`config.mk`:
```
export PLATFORM = sky130hd
export DESIGN_NAME = shifter_sll_seq_flat
export DESIGN_NICKNAME = d
export VERILOG_FILES = /design/src/rtl/alu_pkg.sv /design/src/rtl/shifter_sll_seq_if.sv /design/src/rtl/shamt_down_counter.sv /design/src/rtl/shifter_sll_seq.sv /design/src/flat_wrapper.sv
export SDC_FILE = /design/constraint.sdc
export NUM_CORES = 1
export LEC_CHECK = 0
export CAP_MARGIN = 20
export CORE_ASPECT_RATIO = 1.25
export CORE_MARGIN = 2
export CORE_UTILIZATION = 40
export CTS_BUF_LIST = sky130_fd_sc_hd__clkbuf_4 sky130_fd_sc_hd__clkbuf_8
export CTS_CLUSTER_SIZE = 25
export DETAILED_ROUTE_END_ITERATION = 7
export PLACE_DENSITY = 0.74
export SLEW_MARGIN = 20
export SYNTH_ARGS = -nofsm -noshare
export SYNTH_HDL_FRONTEND = slang
export SYNTH_SLANG_ARGS = --single-unit
export TNS_END_PERCENT = 10
```
`constraint.sdc`:
```
create_clock -name clk -period 2.7 [get_ports clk]
set_input_delay 0.27 -clock clk [delete_from_list [all_inputs] [get_ports clk]]
set_output_delay 0.27 -clock clk [all_outputs]
set_load 0.02 [all_outputs]
```
`src/rtl/alu_pkg.sv`:
```
`default_nettype none
// ============================================================================
// Module : alu_pkg
// Brief  : Shared ALU function codes and sequential-shifter state encoding.
// Rev    : 1.0
// ============================================================================
package alu_pkg;

  localparam logic [5:0] SLL = 6'b000000;
  localparam logic [5:0] SRL = 6'b000010;
  localparam logic [5:0] ADD = 6'b100000;
  localparam logic [5:0] SUB = 6'b100010;
  localparam logic [5:0] AND = 6'b100100;
  localparam logic [5:0] OR  = 6'b100101;

  typedef enum logic [1:0] {
    IDLE  = 2'b00,
    SHIFT = 2'b01,
    DONE  = 2'b10
  } shift_state_e;

endpackage
`default_nettype wire

```
`src/rtl/shifter_sll_seq_if.sv`:
```
`default_nettype none
// ============================================================================
// Module : shifter_sll_seq_if
// Brief  : Request/result bundle between the ALU top and the SLL shifter.
// Rev    : 1.0
// ============================================================================
interface shifter_sll_seq_if #(
  parameter int WIDTH = 32
);

  logic             start;
  logic [5:0]       Signal;
  logic [WIDTH-1:0] dataA;
  logic [WIDTH-1:0] dataB;
  logic [WIDTH-1:0] dataOut;
  logic             busy;
  logic             done;

  modport master (
    output start, Signal, dataA, dataB,
    input  dataOut, busy, done
  );

  modport slave (
    input  start, Signal, dataA, dataB,
    output dataOut, busy, done
  );

endinterface
`default_nettype wire

```
`src/rtl/shamt_down_counter.sv`:
```
`default_nettype none
// ============================================================================
// Module : shamt_down_counter
// Brief  : Loadable shift-amount down-counter with an is_one flag.
// Rev    : 1.0
// ============================================================================
module shamt_down_counter #(
  parameter int SHAMT_W = 5
) (
  input  wire logic               clk,
  input  wire logic               reset,
  input  wire logic               load,
  input  wire logic               en,
  input  wire logic [SHAMT_W-1:0] load_val,
  output logic                    is_one
);

  logic [SHAMT_W-1:0] cnt_q;
  logic [SHAMT_W-1:0] cnt_d;

  always_comb begin
    cnt_d = cnt_q;
    if (load) begin
      cnt_d = load_val;
    end else if (en) begin
      cnt_d = cnt_q - 1'b1;
    end
  end

  always_ff @(posedge clk or posedge reset) begin
    if (reset) begin
      cnt_q <= '0;
    end else begin
      cnt_q <= cnt_d;
    end
  end

  assign is_one = (cnt_q == SHAMT_W'(1));

endmodule
`default_nettype wire

```
`src/rtl/shifter_sll_seq.sv`:
```
`default_nettype none
// ============================================================================
// Module : shifter_sll_seq
// Brief  : Multi-cycle logical left shifter, one bit per clock, start/busy/done.
// Rev    : 1.0
// ============================================================================
module shifter_sll_seq
  import alu_pkg::*;
#(
  parameter int WIDTH   = 32,
  parameter int SHAMT_W = 5
) (
  input  wire logic          clk,
  input  wire logic          reset,
  shifter_sll_seq_if.slave   bus
);

  shift_state_e       state_q, state_d;
  logic [WIDTH-1:0]   sreg_q, sreg_d;
  logic [WIDTH-1:0]   dout_q, dout_d;
  logic [SHAMT_W-1:0] shamt;
  logic               accept;
  logic               cnt_is_one;
  logic               unused_shamt_hi;

  assign shamt           = bus.dataB[SHAMT_W-1:0];
  assign unused_shamt_hi = ^bus.dataB[WIDTH-1:SHAMT_W];
  assign accept          = (state_q == IDLE) && bus.start && (bus.Signal == SLL);

  shamt_down_counter #(
    .SHAMT_W (SHAMT_W)
  ) u_cnt (
    .clk      (clk),
    .reset    (reset),
    .load     (accept),
    .en       (state_q == SHIFT),
    .load_val (shamt),
    .is_one   (cnt_is_one)
  );

  always_comb begin
    state_d = state_q;
    sreg_d  = sreg_q;
    dout_d  = dout_q;
    unique case (state_q)
      IDLE: begin
        if (accept) begin
          sreg_d = bus.dataA;
          if (shamt == '0) begin
            state_d = DONE;
            dout_d  = bus.dataA;
          end else begin
            state_d = SHIFT;
          end
        end
      end
      SHIFT: begin
        sreg_d = sreg_q << 1;
        // Result lands in dataOut on the same edge that enters DONE.
        if (cnt_is_one) begin
          state_d = DONE;
          dout_d  = sreg_q << 1;
        end
      end
      DONE: begin
        state_d = IDLE;
      end
      default: begin
        state_d = IDLE;
      end
    endcase
  end

  always_ff @(posedge clk or posedge reset) begin
    if (reset) begin
      state_q <= IDLE;
      sreg_q  <= '0;
      dout_q  <= '0;
    end else begin
      state_q <= state_d;
      sreg_q  <= sreg_d;
      dout_q  <= dout_d;
    end
  end

  assign bus.dataOut = dout_q;
  assign bus.busy    = (state_q != IDLE);
  assign bus.done    = (state_q == DONE);

endmodule
`default_nettype wire
```
`src/flat_wrapper.sv`:
```
// flat-port wrapper written by rule: the top's interface ports become plain ports
module shifter_sll_seq_flat import alu_pkg::*;
#(
  parameter int WIDTH   = 32,
  parameter int SHAMT_W = 5
)
  (clk, reset, bus_start, bus_Signal, bus_dataA, bus_dataB, bus_dataOut, bus_busy, bus_done);
  shifter_sll_seq_if #(.WIDTH(WIDTH)) bus_i ();
  input  wire logic clk;
  input  wire logic reset;
  input wire logic [$bits(bus_i.start)-1:0] bus_start;
  input wire logic [$bits(bus_i.Signal)-1:0] bus_Signal;
  input wire logic [$bits(bus_i.dataA)-1:0] bus_dataA;
  input wire logic [$bits(bus_i.dataB)-1:0] bus_dataB;
  output wire logic [$bits(bus_i.dataOut)-1:0] bus_dataOut;
  output wire logic [$bits(bus_i.busy)-1:0] bus_busy;
  output wire logic [$bits(bus_i.done)-1:0] bus_done;
  assign bus_i.start = bus_start;
  assign bus_i.Signal = bus_Signal;
  assign bus_i.dataA = bus_dataA;
  assign bus_i.dataB = bus_dataB;
  assign bus_dataOut = bus_i.dataOut;
  assign bus_busy = bus_i.busy;
  assign bus_done = bus_i.done;
  shifter_sll_seq #(.WIDTH(WIDTH), .SHAMT_W(SHAMT_W)) u_core (.clk(clk), .reset(reset), .bus(bus_i));
endmodule
```
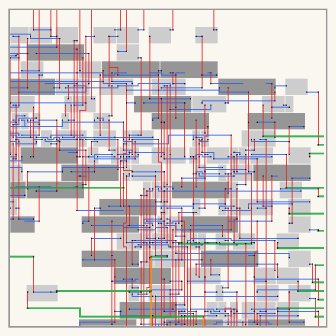
closeup.png
Region (37, 56) to (87, 106) um. Cells in gray, sequential cells in the stronger gray; small squares are vias.
| color | layer |
|---|---|
| red | M2 |
| orange | M4 |
| blue | M1 |
| green | M3 |
sequential cells in the window: 20
netlist names of flops here include: `u_core.bus.dataOut` (11), `u_core.sreg_q` (9)
most frequent: nand2_1 (35), clkdlybuf4s50_1 (24), dfrtp_1 (20)
cells with their middle in the window: 117

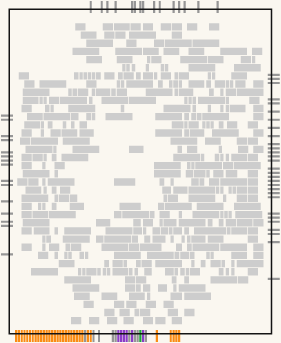
pinout.png
(3 px per um) Pins as bars across the die edge, other pins in gray.
| color | port | pins | direction | edge |
|---|---|---|---|---|
| green | `bus_busy` | 1 | output | south |
| orange | `bus_dataB` | 32 | input | south |
| purple | `bus_Signal` | 6 | input | south |
all pins by edge: 48 south, 29 east, 15 west, 15 north
chip width: 86.91 um
die height: 107.6 um
Port Buffer Count: 79

==> power by group <==
group | switching [uW] | leakage, uW | total, uW | internal (uW)
clock | 408 | 0.0000917 | 842 | 434
sequential | 210 | 0.000805 | 1610 | 1400
combinational | 583 | 0.00108 | 1200 | 615
==> metrics by stage <==
step	setup WS, ps	hold WS, ps	cells	power, uW
finish	652.4	361.1	498	3651
global route	594.1	419.7	498	3885
CTS	654.7	377.8	498	3687
detailed placement	302.2	494.6	482	2834
global placement	295.1	480.1	482	2782
floorplan	661.8	386.8	319	2376
==> critical path, stage by stage <==
cell,delay (ps)
clkdlybuf4s50_1,420
or4_4,540
o21ai_2,190
o211a_2,250
buf_4,270
mux2_4,330
==> run_results.csv <==
group,metric,value,unit
layout,final_core_util,54.02,%
layout,flop-count,70,
layout,comb_cells,224,
sta,rsz0062_at_grt,"no",
sta,hold_viol,0,
run,maxCapViolations,0,
yosys,syn_nets,394,
sta,setup_tns,0,ps
layout,largest_reg_flops,32,
layout,nets,471,
die,pin_count,107,
power,power_density,815.5,nW/um^2
clock_tree,hold_buffers,0,
layout,clockNetworkAreaShare,4.332,%
sta,slew_headroom,50.71,%
critical_path,end_kind,"register",
clock_tree,cts.reportedPaths.clkPinSlew,80,ps
die,fp_util,41.48,%
layout,sh_comb_area,33.73,%
global_route,grt.overflow.total,0,
power,cellLeakagePower,0.001981,uW
global_route,grtUsageMet1,21.21,%
sta,skew,14.48,ps
yosys,xor_share,0.5096,%
route,dr.pass1.iters,4,
yosys,ys_area,3437,um^2
layout,lay_top_count,"nand2_1",
clock_tree,cts_resized,0,
global_route,gr-usage-met2,29.23,%
run_status,outcome,"finished, final reports clean",
worst_hold_path,hp-class,"in -> async",
sta,tightest_slew,738.3,ps
yosys,synthTopLogicFamily,"multiplexers",
layout,inverters,5,
route,drtIter0Drc,89,
yosys,adder_share,0.7281,%
route,wirelength,7.558,mm
sta,max_freq,488.4,MHz
yosys,ys_cells,319,
critical_path,start_kind,"input port",
yosys,yosysWarnings,0,
critical_path,criticalPathCategory,"in -> reg",
critical_path,r2r_end,"u_core.bus.dataOut[17]$_DFFE_PP0P_",
yosys,synth_flops,70,
critical_path,crit_start,"bus_dataB[0]",
die,dieArea,9355,um^2
run,warnings,54,
yosys,synthSimpleGateAreaFrac,14.67,%
place,gp_congestion,0.7712,
yosys,yosysTopAreaCell,"dfrtp_1",
yosys,mux_share,21.08,%
route,wl_met3,355,um
global_route,grt_max_degree,66,
critical_path,crit-reg2reg-launch,"u_core.state_q[0]$_DFFE_PP0P_",
yosys,ys_seq_share,50.96,%
route,met2_length,3.846,mm
layout,drive_above_1_share,15.21,%
global_route,grt_pass1_wl,12.50,mm
layout,fillers,731,
layout,areaGrowthSynthToFinish,30.25,%
route,vias,2555,
clock_tree,htree_num_levels,3,
yosys,area_leaders,"dfrtp_1, mux2_4, nand2_1, mux2i_1, o21ai_0",
layout,flop_area,1752,um^2
die,taps,97,
layout,antenna_cells,0,
yosys,aoi_share,6.953,%
layout,nNonClkBuffers,86,
clock_tree,cts_setup_buffers,0,
critical_path,cp.required,2920,ps
route,top_layer,"met4",
route,via_per_inst,5.131,
power,vdd_ir_drop_max,0.0003467,V
global_route,use_met3,4.294,%
yosys,postSynthCellCount,319,
yosys,synth-edff-count,0,
yosys,ys_async_sr_fraction,100.0,%
global_route,busiest_layer,"met2",
layout,buf_share,19.68,%
layout,design_area,4477,um^2
clock_tree,clock_sinks,70,
yosys,common_cells,"nand2_1, dfrtp_1, o21ai_0, mux2_4, mux2i_1",
critical_path,path_max_fanout,12,
route,drc_errors,0,
sta,maxSlewViolCount,0,
yosys,synth.avg_cell_area,10.77,um^2
critical_path,critical_path.endpoint,"u_core.bus.dataOut[17]$_DFFE_PP0P_",
place,place_area,4283,um^2
sta,setup_viol,0,
critical_path,arrival,2270,ps
Power is estimated from default activity; no workload was simulated.
